$ cat src/rtl/tl_c_sink_pkg.sv
// Shared types and helpers for the TileLink channel C sink.
// Holds the C opcode encoding, the D ReleaseAck opcode, the sink FSM states
// and the beat-count helper used by the sink datapath.
package tl_c_sink_pkg;

  typedef enum logic [2:0] {
    PROBE_ACK      = 3'd4,
    PROBE_ACK_DATA = 3'd5,
    RELEASE        = 3'd6,
    RELEASE_DATA   = 3'd7
  } c_opcode_e;

  localparam logic [2:0] D_RELEASE_ACK = 3'd6;

  typedef enum logic {
    ST_IDLE  = 1'b0,
    ST_BURST = 1'b1
  } state_e;

  // Number of beats a C message occupies. Only the data-carrying opcodes span
  // several beats; lg_beat is log2 of the beat width in bytes.
  function automatic int unsigned beats_of(input logic [2:0]  opcode,
                                           input int unsigned size,
                                           input int unsigned lg_beat);
    int unsigned beats;
    beats = 32'd1;
    if ((opcode == PROBE_ACK_DATA || opcode == RELEASE_DATA) && size > lg_beat)
      beats = 32'd1 << (size - lg_beat);
    return beats;
  endfunction

endpackage

$ cat src/rtl/tl_c_sink_ack_slot.sv
// Single-entry ReleaseAck holding register for channel D.
// A set while the entry drains in the same cycle refills it, so back-to-back
// releases can be acknowledged without a bubble.
module tl_c_sink_ack_slot #(
  parameter int SOURCE_W = 3,
  parameter int SIZE_W   = 4
) (
  input  logic                clock,
  input  logic                reset,
  input  logic                set,
  input  logic [SOURCE_W-1:0] set_source,
  input  logic [SIZE_W-1:0]   set_size,
  input  logic                d_ready,
  output logic                d_valid,
  output logic [SOURCE_W-1:0] d_source,
  output logic [SIZE_W-1:0]   d_size
);

  // Slot-full flag plus captured release source/size.
  // NOTE: sequential state is assigned with <= so every flop samples the
  // pre-edge values of its inputs regardless of statement order.
  always_ff @(posedge clock or posedge reset) begin
    if (reset) begin
      d_valid  <= 1'b0;
      d_source <= '0;
      d_size   <= '0;
    end else if (set) begin
      d_valid  <= 1'b1;
      d_source <= set_source;
      d_size   <= set_size;
    end else if (d_valid && d_ready) begin
      d_valid  <= 1'b0;
    end
  end

endmodule

$ cat src/rtl/tl_c_sink.sv
// Manager-side TileLink channel C sink (ProbeAck, ProbeAckData, Release,
// ReleaseData). Data beats are passed straight through to the writeback port
// with per-beat addresses; probe completions pulse probe_done; releases are
// acknowledged on channel D through a single-entry ack slot.
// Optional feature: define TL_C_SINK_PROTOCOL_CHECK_EN to add the sticky
// proto_err output and its protocol checks.
module tl_c_sink
  import tl_c_sink_pkg::*;
#(
  parameter int ADDR_W   = 32,
  parameter int DATA_W   = 32,
  parameter int SOURCE_W = 3,
  parameter int SIZE_W   = 4,
  parameter int MAX_SIZE = 6
) (
  input  logic                clock,
  input  logic                reset,
  input  logic                c_valid,
  output logic                c_ready,
  input  logic [2:0]          c_opcode,
  input  logic [2:0]          c_param,
  input  logic [SIZE_W-1:0]   c_size,
  input  logic [SOURCE_W-1:0] c_source,
  input  logic [ADDR_W-1:0]   c_address,
  input  logic [DATA_W-1:0]   c_data,
  input  logic                c_corrupt,
  output logic                wb_valid,
  input  logic                wb_ready,
  output logic [ADDR_W-1:0]   wb_address,
  output logic [DATA_W-1:0]   wb_data,
  output logic                wb_corrupt,
  output logic                wb_last,
  output logic                wb_probe,
  output logic                probe_done,
  output logic [SOURCE_W-1:0] probe_source,
  output logic [2:0]          probe_param,
  output logic                d_valid,
  input  logic                d_ready,
  output logic [2:0]          d_opcode,
  output logic [SIZE_W-1:0]   d_size,
  output logic [SOURCE_W-1:0] d_source
`ifdef TL_C_SINK_PROTOCOL_CHECK_EN
  ,
  output logic                proto_err
`endif
);

  localparam int unsigned BEAT_BYTES = DATA_W / 8;
  localparam int unsigned LG_BEAT    = $clog2(BEAT_BYTES);
  // Counter indexes beats of the largest legal burst; FSM leaves BURST at the
  // terminal count, so it never wraps.
  localparam int CNT_W = (MAX_SIZE > int'(LG_BEAT)) ? (MAX_SIZE - int'(LG_BEAT)) : 1;

  state_e              state;
  logic [2:0]          lat_opcode;
  logic [2:0]          lat_param;
  logic [SIZE_W-1:0]   lat_size;
  logic [SOURCE_W-1:0] lat_source;
  logic [ADDR_W-1:0]   lat_address;
  logic [CNT_W-1:0]    lat_last;
  logic [CNT_W-1:0]    count;

  logic [CNT_W-1:0]    first_last;
  logic [2:0]          cur_opcode;
  logic [2:0]          cur_param;
  logic [SIZE_W-1:0]   cur_size;
  logic [SOURCE_W-1:0] cur_source;
  logic                is_last;
  logic                is_data;
  logic                is_release;
  logic                is_probe;
  logic                stall_ack;
  logic                fire;
  logic                ack_set;

  // Index of the final beat for a message starting this cycle.
  assign first_last = CNT_W'(beats_of(c_opcode, 32'(c_size), LG_BEAT) - 32'd1);

  // Select the header governing the current beat: live in IDLE, latched in BURST.
  // NOTE: every always_comb output gets a default first so no path leaves a
  // signal unassigned and infers a latch.
  always_comb begin
    cur_opcode = c_opcode;
    cur_param  = c_param;
    cur_size   = c_size;
    cur_source = c_source;
    is_last    = (first_last == '0);
    if (state == ST_BURST) begin
      cur_opcode = lat_opcode;
      cur_param  = lat_param;
      cur_size   = lat_size;
      cur_source = lat_source;
      is_last    = (count == lat_last);
    end
  end

  assign is_data    = (cur_opcode == PROBE_ACK_DATA) || (cur_opcode == RELEASE_DATA);
  assign is_release = (cur_opcode == RELEASE) || (cur_opcode == RELEASE_DATA);
  assign is_probe   = (cur_opcode == PROBE_ACK) || (cur_opcode == PROBE_ACK_DATA);

  // A release cannot finish while the ack slot is full and not draining.
  assign stall_ack  = is_last && is_release && d_valid && !d_ready;
  assign c_ready    = is_data ? (wb_ready && !stall_ack) : !stall_ack;
  assign fire       = c_valid && c_ready;
  assign ack_set    = fire && is_last && is_release;

  assign wb_valid   = c_valid && is_data && !stall_ack;
  assign wb_address = (state == ST_IDLE) ? c_address
                                         : lat_address + (ADDR_W'(count) << LG_BEAT);
  assign wb_data    = c_data;
  assign wb_corrupt = c_corrupt;
  assign wb_last    = is_last;
  assign wb_probe   = (cur_opcode == PROBE_ACK_DATA);
  assign d_opcode   = D_RELEASE_ACK;

  // Burst tracking FSM with header latch and registered probe completion.
  always_ff @(posedge clock or posedge reset) begin
    if (reset) begin
      state        <= ST_IDLE;
      count        <= '0;
      lat_opcode   <= '0;
      lat_param    <= '0;
      lat_size     <= '0;
      lat_source   <= '0;
      lat_address  <= '0;
      lat_last     <= '0;
      probe_done   <= 1'b0;
      probe_source <= '0;
      probe_param  <= '0;
    end else begin
      probe_done <= 1'b0;
      if (fire && is_last && is_probe) begin
        probe_done   <= 1'b1;
        probe_source <= cur_source;
        probe_param  <= cur_param;
      end
      case (state)
        ST_IDLE: begin
          if (fire) begin
            lat_opcode  <= c_opcode;
            lat_param   <= c_param;
            lat_size    <= c_size;
            lat_source  <= c_source;
            lat_address <= c_address;
            lat_last    <= first_last;
            if (is_last) begin
              count <= '0;
            end else begin
              count <= CNT_W'(1);
              state <= ST_BURST;
            end
          end
        end
        ST_BURST: begin
          if (fire) begin
            if (is_last) begin
              count <= '0;
              state <= ST_IDLE;
            end else begin
              count <= count + CNT_W'(1);
            end
          end
        end
        default: begin
          state <= ST_IDLE;
          count <= '0;
        end
      endcase
    end
  end

  tl_c_sink_ack_slot #(
    .SOURCE_W (SOURCE_W),
    .SIZE_W   (SIZE_W)
  ) u_ack_slot (
    .clock      (clock),
    .reset      (reset),
    .set        (ack_set),
    .set_source (cur_source),
    .set_size   (cur_size),
    .d_ready    (d_ready),
    .d_valid    (d_valid),
    .d_source   (d_source),
    .d_size     (d_size)
  );

`ifdef TL_C_SINK_PROTOCOL_CHECK_EN
  logic [ADDR_W-1:0] align_mask;
  logic              beat_err;

  assign align_mask = ~({ADDR_W{1'b1}} << c_size);

  // Classify each accepted beat as legal or not; flow control is unaffected.
  always_comb begin
    beat_err = 1'b0;
    if (fire) begin
      if (c_opcode < 3'd4 || c_size > SIZE_W'(MAX_SIZE))
        beat_err = 1'b1;
      if (state == ST_IDLE && |(c_address & align_mask))
        beat_err = 1'b1;
      if (state == ST_BURST &&
          (c_opcode != lat_opcode || c_source != lat_source || c_size != lat_size))
        beat_err = 1'b1;
    end
  end

  // Sticky error flag, cleared only by reset.
  always_ff @(posedge clock or posedge reset) begin
    if (reset)
      proto_err <= 1'b0;
    else if (beat_err)
      proto_err <= 1'b1;
  end
`endif

endmodule

$ cat config.mk
export PLATFORM = sky130hd
export DESIGN_NAME = tl_c_sink
export DESIGN_NICKNAME = d
export VERILOG_FILES = /design/src/rtl/tl_c_sink_pkg.sv /design/src/rtl/tl_c_sink_ack_slot.sv /design/src/rtl/tl_c_sink.sv
export SDC_FILE = /design/constraint.sdc
export NUM_CORES = 1
export LEC_CHECK = 0
export ABC_CLOCK_PERIOD_IN_PS = 4100
export CAP_MARGIN = 40
export CORE_MARGIN = 2
export CORE_UTILIZATION = 45
export CTS_CLUSTER_SIZE = 40
export DETAILED_ROUTE_END_ITERATION = 10
export MAX_ROUTING_LAYER = met4
export PLACE_DENSITY = 0.81
export SLEW_MARGIN = 20
export SYNTH_ARGS = -nofsm -noshare
export SYNTH_HDL_FRONTEND = slang
export SYNTH_SLANG_ARGS = --single-unit
$ cat constraint.sdc
create_clock -name clock -period 4.1 [get_ports clock]
set_input_delay 0.82 -clock clock [delete_from_list [all_inputs] [get_ports clock]]
set_output_delay 0.82 -clock clock [all_outputs]
set_load 0.1 [all_outputs]
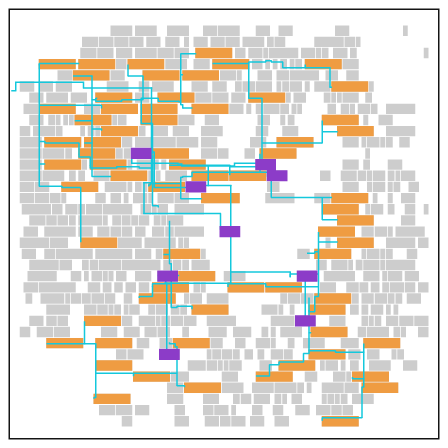
(run_1/clk_routes.png)
legend:
  cyan:
    item: clock wires
    length: 948 um
  orange:
    item: flip-flops
    count: 69
  purple:
    item: clock drivers
    count: 9
routed clock nets: 10
flops lie: all over the die

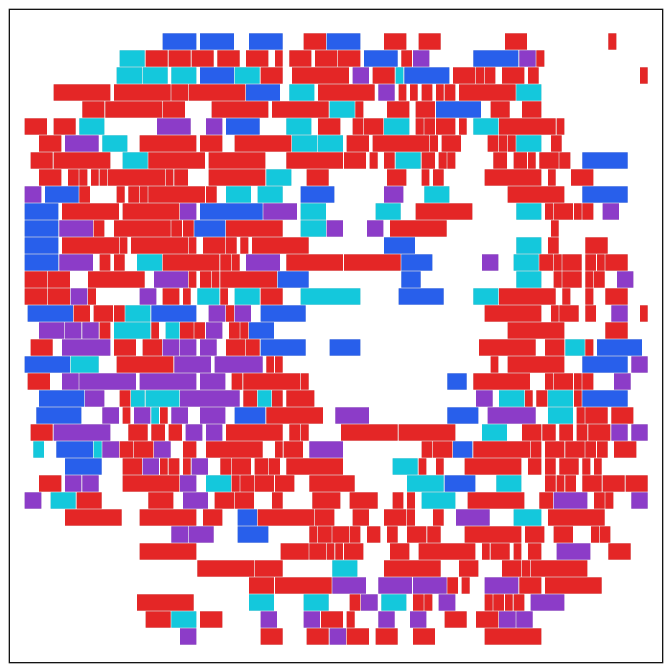
(run_1/sizes.png)
legend:
  blue:
    size: _6 and larger
    cells: 47
  cyan:
    size: _2 cells
    cells: 62
  red:
    size: _0 and _1 cells
    cells: 360
  purple:
    size: _3 and _4 cells
    cells: 86

==> out/summary.txt, run 1 <==
cycle use final - 100%
sequential share of cell area - 28.0%
DR iter-0 viols - 93
Routed Antenna Nets - 0
CP most frequent cell - ha_4
Unique cell types - 59
buffers added on ports - 100
Pre-antenna DRT Iters - 4
Post-Synthesis Cells - 445
YS chip area - 4530 sq um
Flops - 69
Critical Path AT - 3.28 ns
pre-CTS setup slack - -0.645 ns
Final min period - 4.10 ns
RSZ-0062 raised after global routing - yes
CTS tree - built
Root Driver - clkbuf_8
slack of the critical path - -0.00230 ns
Worst Setup Path Type - primary input to primary output
Nets - 643
Post-synth ARST share - 100%
MaxCap Viol Count - 0
chip width - 104 um
dominant logic cell type in the layout - dfrtp_1
Area-dominant class - logic gates
critical path's largest stage delay - 0.39 ns
first-pass GRT wire length - 18.1 mm
number of global-route vias before repair - 3721
filler cell count - 767
die area - 10900 sq um
Log Warnings - 30
mapped cell area - 4530 sq um
WP data required - 3.28 ns
worst-case clock buffer depth - 2
cells along the critical path - buf_12 -> inv_12 -> ha_4 -> ha_4 -> and2_4 -> nor2_2 -> o31a_1 -> inv_2 -> ha_4 -> or3b_4 -> nor2_4 -> nor2_4 -> o21ai_4 -> nand2_2 -> and3_4 -> buf_12
GR Overflow Total - 0
multi-input gates - 307
Comb area - 2430 sq um
DPL Wire Length - 8.07 mm
Post-synth seq share - 38.1%
register area - 1730 sq um
# IOs - 170
Max Clk Rate - 244 MHz
# H-tree levels - 3
Biggest register - lat_address
worst path bufs/invs - 4
failing checks - negative setup slack
Syn-to-layout area delta - 36.4%
cts hold-fix bufs - 0
Main synth FF type - dfrtp_1
drt drc - 0
crit-path max FO - 2
Startpoint Class - primary input
Final Non-Filler Cells - 688
Setup Skew - 0.0186 ns
Worst-path clk slew - 0.08 ns
layout cell share with drive strength beyond 1 - 35.1%
Late-Pin Clk Latency - 0.35 ns
run status - finished with violations
max reg flops - 32
Clock buf/inv share - 3.02%
Comb area share - 39.4%
Total GRT Usage - 21.2%
Layout Utilization - 63.2%
RePlAce Congestion - 0.910
final setup vio count - 1
Inverters, non-clock - 17
tap cells - 133
# clk buffers - 9
crit path max-delay cell type - or3b_4
Post-synth regs - 69
Avg Inst Size Synth - 10.2 sq um
Ys Warns - 0
Signal buffers - 146
Slew Viols, Final - 0
final-report hold violation count - 0
placed cells - 666
Post-Place Cell Area - 5900 sq um
chip height - 104 um
worst hold slack - 0.487 ns
Signal buf overhead - 25.4%
largest net degree at the start of global routing - 34
Top Layout Cells - dfrtp_1 (68), clkdlybuf4s50_1 (61), buf_4 (53)
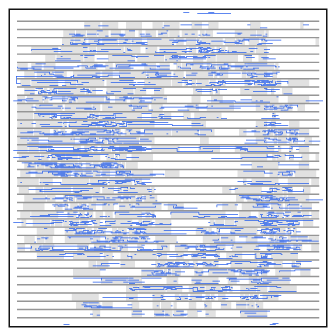
(run_1/layer_met1.png)
Supply wires on this layer in gray. Cells faint in the background.
main direction: horizontal
wire length on this layer: 4460 um
longest straight run: 31.3 um
Vias: 3591
WL final: 11.0 mm
GR Layer Usage met1: 23.9%

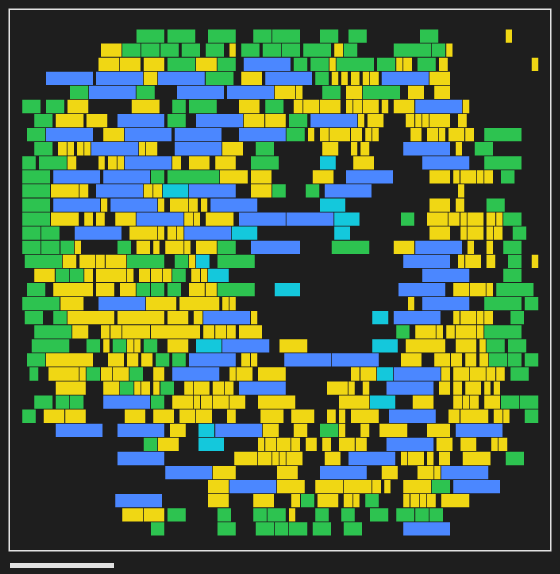
(run_1/placement_by_type.png)
Scale bar: 20 um.
legend:
  green:
    class: remaining buffers and delay cells
    cells: 146
  blue:
    class: sequential cells
    cells: 69
  cyan:
    class: clock drivers and dummy loads
    cells: 16
  yellow:
    class: combinational and other logic
    cells: 324
cell row count: 36
post-route cell area: 6180 sq um
core box area: 9770 sq um

==> run 1: path summary, 6_finish.rpt <==
path,start,slack [ns],depth (start not counted),end
setup / recovery,c_size[2],-0.002,16,wb_valid
hold / removal,lat_address[1],0.49,1,lat_address[1]
setup reg to reg,flip-flop,1.42,9,lat_address[16]
hold reg to reg,lat_address[1],0.49,1,lat_address[1]
max in group asynchronous,reset,2.62,3,lat_address[15]
min in group asynchronous,reset,0.77,2,probe_done
==> run 1: routing by layer <==
metal	vias up	wire [um]	share of wire, %	GRT usage (%)
li1	1716	-	-	-
met1	1724	4460	40	23.9
met2	113	5750	52	36.6
met3	38	538	4.9	4.89
met4	0	293	2.7	8.11
met5	-	0	0	-
==> run 1: kinds of logic after synthesis <==
logic type / Yosys count / synth area share [%]
AND/OR/NAND/NOR: 126 / 14.0
buffers and inverters: 70 / 10.1
AND-OR/OR-AND: 69 / 10.5
flip-flops: 69 / 38.1
multiplexers: 66 / 17.8
XOR/XNOR: 33 / 6.38
adder cells (fa/ha/maj): 10 / 2.93
other: 2 / 0.166
==> run 1: cells in the mapped netlist (6+ instances only) <==
cell type	instances	share of area, %
inv_1	17	1.4
mux2_4	17	5.6
mux2_2	45	11
o21ai_0	17	1.9
and3_1	7	0.97
ha_1	9	2.5
buf_4	38	6.3
nand4_1	6	0.83
dfrtp_1	69	38
nand2_1	27	2.2
xnor2_1	23	4.4
a21oi_1	29	3.2
xor2_1	10	1.9
nor2_1	49	4.1
nand3_1	12	1.3
==> inputs of run 2 (changes only) <==
GPL_TIMING_DRIVEN = 0   (was unset)
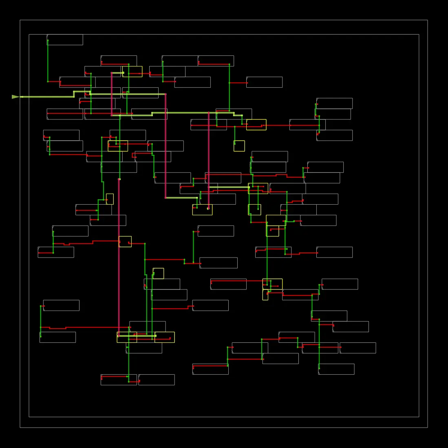
(run_2/clocks.png)
# clk buffers: 10
Setup Skew: 0.0106 ns
Flops: 69
Late-Pin Clk Latency: 0.36 ns

==> run 2 against run 1 <==
  * The run still ends with negative setup slack left
  * Core utilization increased by 17 points
  * Count of clock-buffer cells in the layout increased by 1
  * Fmax decreased by 0.66%
  * Hold slack got worse by 0.00081 ns
  * Routed wire length increased by 28%
  * Flip-flop count unchanged
==> out/summary.txt, run 2 <==
run status - finished with violations
failing checks - negative setup slack
cell row count - 36
pre-CTS setup slack - -1.31 ns
Top cell area share - 38.1%
CTS tree - built
Routed Antenna Nets - 0
Top Layout Cells - clkdlybuf4s50_1 (122), buf_8 (75), dfrtp_1 (67)
Worst path depth - 15
MaxCap Viol Count - 0
filler cell count - 566
die area - 10900 sq um
final-report hold violation count - 0
RR Endpoint - lat_address[2]
dominant logic cell type in the layout - clkdlybuf4s50_1
Post-Place Cell Area - 7440 sq um
Unique cell types - 59
CP startpoint - c_size[1]
Vias - 4246
Worst-path clk slew - 0.08 ns
chip height - 104 um
chip width - 104 um
worst-case clock buffer depth - 2
Avg Inst Size Synth - 10.2 sq um
Pre-antenna DRT Iters - 4
Post-Synthesis Cells - 445
FF-to-FF setup slack - 1.80 ns
Syn-to-layout area delta - 72.1%
Final min period - 4.13 ns
RePlAce Congestion - 0.902
WP data required - 3.28 ns
most frequent cells after synthesis - dfrtp_1 (69), nor2_1 (49), mux2_2 (45), buf_4 (38), a21oi_1 (29)
number of global-route vias before repair - 4611
top cell type by instance count after synthesis - dfrtp_1
drt drc - 0
final setup vio count - 2
cells along the critical path - buf_12 -> inv_12 -> ha_4 -> ha_4 -> and2_4 -> nor2_2 -> o31a_1 -> ha_2 -> or3b_4 -> nor2_4 -> nor2_4 -> o21ai_4 -> nand2_2 -> and3_4 -> buf_12
buffers added on ports - 133
Total GRT Usage - 26.6%
largest net degree at the start of global routing - 49
Post-synth regs - 69
Nets - 775
worst hold slack - 0.486 ns
crit-path max FO - 5
GR Overflow Total - 0
Ys Warns - 0
CP Capture Point - wb_valid
slack of the critical path - -0.0295 ns
cycle use final - 101%
Critical Path AT - 3.31 ns
Main synth FF type - dfrtp_1
placed cells - 797
# IOs - 170
Final Non-Filler Cells - 820
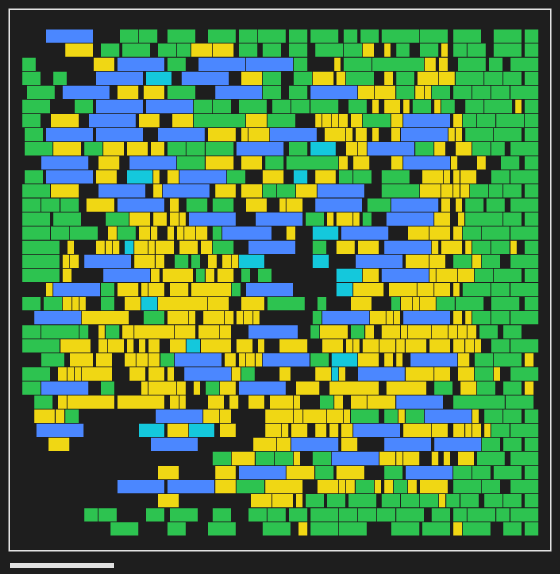
(run_2/placement_by_type.png)
Scale bar: 20 um.
legend:
  cyan:
    class: clock drivers and dummy loads
    cells: 16
  green:
    class: remaining buffers and delay cells
    cells: 278
  yellow:
    class: combinational and other logic
    cells: 324
  blue:
    class: sequential cells
    cells: 69
Layout Utilization: 79.7%
sequential share of cell area: 22.2%
post-route cell area: 7790 sq um

==> run 2: netlist changes by cell type in the layout (fill, tap and decap cells not counted), sizes merged <==
| cell | before | now |
|---|---|---|
| inv | 22 | 19 |
| buf | 84 | 149 |
| clkbuf | 10 | 14 |
| clkinv | 1 | 2 |
| clkdlybuf4s50 | 61 | 122 |
| dlymetal6s2s | 0 | 3 |
| clkinvlp | 1 | 2 |
==> run 2: routing by layer <==
| layer | global-route usage (%) | vias up | routed length [um] |
|---|---|---|---|
| met5 | - | - | 0 |
| met4 | 10.9 | 0 | 307 |
| met3 | 5.39 | 25 | 731 |
| met2 | 47.4 | 173 | 7610 |
| met1 | 28.8 | 2063 | 5430 |
| li1 | - | 1985 | - |
==> run 2: cell type report <==
| type | count | area, sq um | share of cell area, % |
|---|---|---|---|
| repair buffers | 225 | 2750 | 35.3 |
| clock inverters | 6 | 46.3 | 0.594 |
| plain buffers | 53 | 400 | 5.14 |
| inverters | 17 | 91.3 | 1.17 |
| flip-flops and latches | 69 | 1730 | 22.2 |
| well taps | 133 | 166 | 2.14 |
| clock buffers | 10 | 128 | 1.64 |
| multi-input cells | 307 | 2480 | 31.9 |
==> run 2: kinds of logic (layout without fill, tap and decap cells) <==
logic type | count (synthesis) | after routing | synth area share (%)
buffers and inverters | 70 | 311 | 10.1
muxes | 66 | 66 | 17.8
DFF | 69 | 69 | 38.1
xor gates and xnor gates | 33 | 33 | 6.38
and+or+nand+nor | 126 | 126 | 14.0
other | 2 | 3 | 0.166
AOI/OAI and AO/OA | 69 | 69 | 10.5
adders and majority gates | 10 | 10 | 2.93
==> run 2: repair_timing <==
action,CTS,global route
setup buffers,4,8
endpoints found under the setup margin,34,28
hold buffers,0,0
resized,36,27
pin swaps,3,13
